Design mem_arbiter_flat, sky130hd; sources not shown.
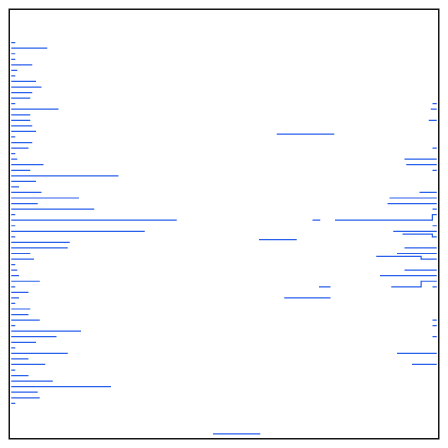
*Met3 routing*
share of all routed wire: 8.9%
nets with wire on the layer: 95
longest straight run: 40.2 um
main direction: horizontal
wire length reported by the detailed router: 7.40 mm
number of vias in the routed layout: 2,336
routing usage on met3: 0.0469

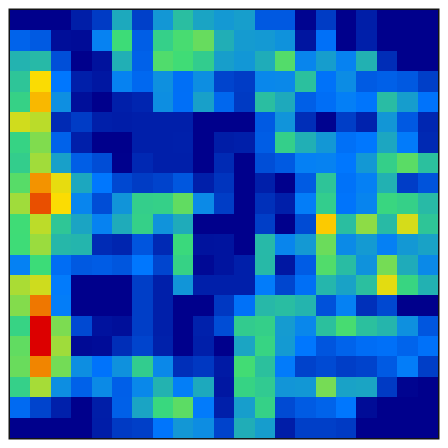
*Wire density map*
21 x 21 tiles, from dark blue (low) to red (high), scaled to the fullest tile. Values are wire area over tile area, all layers added.
mean over tiles: 0.11
fullest tile: 0.44
emptiest ninth of the die: centre
wire length per cell: 14.5 um
overall global routing resource usage: 0.133

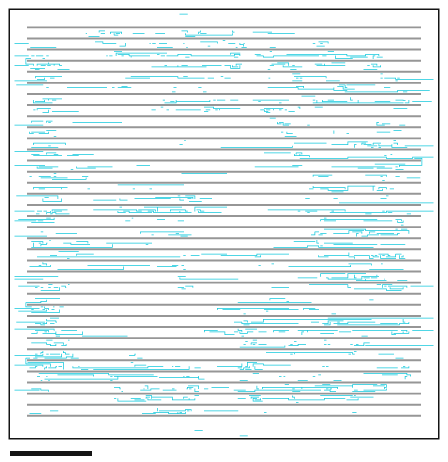
*M1 wires*
The bar under the picture is 20 um long. Supply wires on this layer in grey.
wire length on this layer: 2,750 um
share of all routed wire: 37%
grt met1 use: 0.143

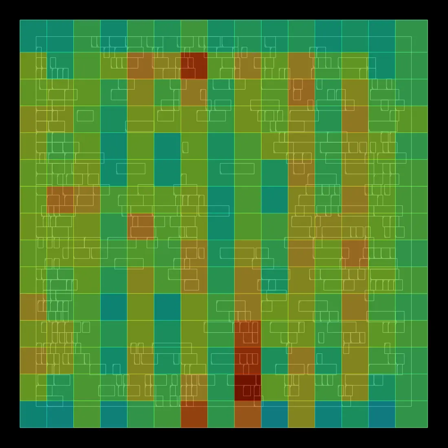
*Track usage over the die*
Post-Route Utilization: 0.370
met2 usage: 0.244
highest-utilization routing layer at the global route stage: met2

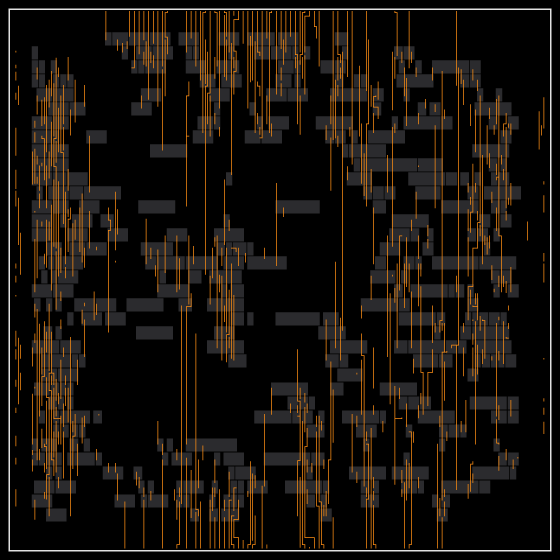
*Met2 routing*
main direction: vertical
nets with wire on the layer: 410
share of all routed wire: 53%
wire length on this layer: 3,910 um

==> results_slide.txt <==
Key Metrics from the Run

Routing
  • Met3 wirelength from detailed routing: 658 um
  • Remaining DRCs: 0
  • Pre-Repair DR Iteration Count: 4
  • Antenna-violating nets left: 0
  • Initial DRC count: 51
  • Met2 routed wirelength: 3.91 mm

Min path
  • Hold depth: 1
  • Classification of the worst-slack hold path: input pin to flip-flop

Timing
  • Time the worst path needs with I/O delays and setup: 1760 ps
  • Setup violations, final: 51
  • Slack of the critical path: -362 ps
  • Final number of hold-violating endpoints: 0
  • RSZ-0062 raised after global routing: yes
  • Upper clock frequency limit: 568 MHz
  • Setup total negative slack: -15,310 ps
  • Pin slew with the least headroom to its limit: 259 ps
  • Post-Route Hold Slack: 61.0 ps
  • Tcrit/Tclk final: 1.26
  • Skew final: 4.87 ps

Floorplanning
  • IO Count: 172
  • Fraction of the core area occupied by cells at floorplan: 0.235
  • Core Box Area: 9200 sq um
  • Floorplan row count: 35
  • Horizontal die dimension: 105 um
  • Die height: 105 um
  • Die area: 11,000 sq um

CTS
  • Setup bufs post-CTS: 1
  • Buffer type at the clock tree root: clkbuf_8
  • Clock tree from TritonCTS: built
  • Clk latency late pin: 280 ps
  • CTS sink count: 35
  • Clock Path Buffers: 2
  • H-tree Lvls: 2
  • Gates resized, CTS repair: 60

Place
  • Detailed placer's ending HPWL: 5.59 mm
  • Number of placed instances, taps included: 498
  • IO buf count: 0
  • Pre-CTS setup slack: -95.6 ps

Critical path
  • Critical path's slowest cell: dfxtp_2
  • CP required: 1120 ps
  • Startpoint class of the critical path: flip-flop
  • Cell depth of the worst flop-to-flop path: 4
  • Crit path capture type: output port
  • Peak per-stage delay on the critical path: 340 ps
  • Maximum fanout count along the critical path: 27
  • Arrival time worst endpoint: 1480 ps

Layout
  • Diodes inserted: 0
  • Area occupied by registers: 709 sq um
  • Area Overhead vs Synth: 57.5%
  • Post-layout net count: 484

Yosys
  • Average cell area after synthesis: 5.84 sq um
  • Seq share, synth: 0.324
  • Post-Synthesis Cells: 370
  • Top_reg_cell synth: dfxtp_1
  • Net Count, Synth: 456
  • Post-synthesis cell area: 2160 sq um
  • Yosys reg bits: 35
  • Synth async-reset ratio: 0
  • Number of warning messages in the yosys log: 0

Power and ir drop
  • Ratio of total power to cell area: 843 nW/um^2

Flow run
  • Maxcap violations: 0
  • Tool warning count: 29

Global routing
  • Number of global-route vias before repair: 2,336
  • Number of antenna violations at the first check in global routing: 0

Status
  • Violated checks: setup timing
  • Run status: finished, violations left
worst max-delay path: cells and delay by family (launching register included):
| kind | cells | cell delay, ps |
|---|---|---|
| flops | 1 | 340 |
| buf+inv | 2 | 340 |
| compound gates | 1 | 80 |
| simple gates | 4 | 450 |
cell type report:
cell class,count,share of cell area
inverters,44,0.0559
well taps,111,0.0408
multi-input cells,270,0.510
clock buffers,6,0.0243
clock inverters,2,0.0103
flip-flops and latches,35,0.209
repair buffers,42,0.150
power breakdown:
part	total [W]	leakage (nW)	switching, W	internal [W]
combinational	0.000882	1.22	0.000572	0.000310
clock	0.000946	0.0612	0.000369	0.000576
sequential	0.00104	0.285	0.0000143	0.00103
total	0.00287	1.57	0.000955	0.00191
Yosys cell counts (2+ instances only):
master    number  area share
a21oi_1       32       0.074
buf_2          7       0.016
buf_4          4       0.014
buf_6          4       0.021
clkbuf_1       6       0.010
dfxtp_1       35        0.32
inv_1         41       0.071
inv_2          2      0.0035
nand2_1      147        0.26
nand3_1       18       0.042
nand3_2        3       0.014
nor2_1        49       0.085
o21ai_0        5       0.012
o21ai_1       11       0.025
kinds of logic after synthesis:
logic type,share of synthesized area
compound gates,0.118
buf+inv,0.138
flops,0.324
simple gates,0.419
stage by stage:
stage | instance area (sq um) | utilization
2_1_floorplan | 2610 | -
3_3_place_gp | 2940 | 0.319
3_5_place_dp | 2940 | 0.319
4_1_cts | 3270 | 0.356
5_1_grt | 3400 | 0.370
6_report | 3400 | 0.370
cell usage in the layout, fill, tap and decap left out, types with 2 or more instances in the layout:
master and count:
nand2_1 102, nor2_4 48, nand2_2 44, inv_1 37
a21oi_1 32, dfxtp_1 32, nand3_1 17, buf_6 17
o21ai_2 16, buf_4 15, buf_12 7, clkbuf_8 6
nand3_4 4, inv_2 3, nand2_4 2, inv_6 2
dfxtp_4 2
Power figures rest on the tool's default switching activity, not on a simulated workload.
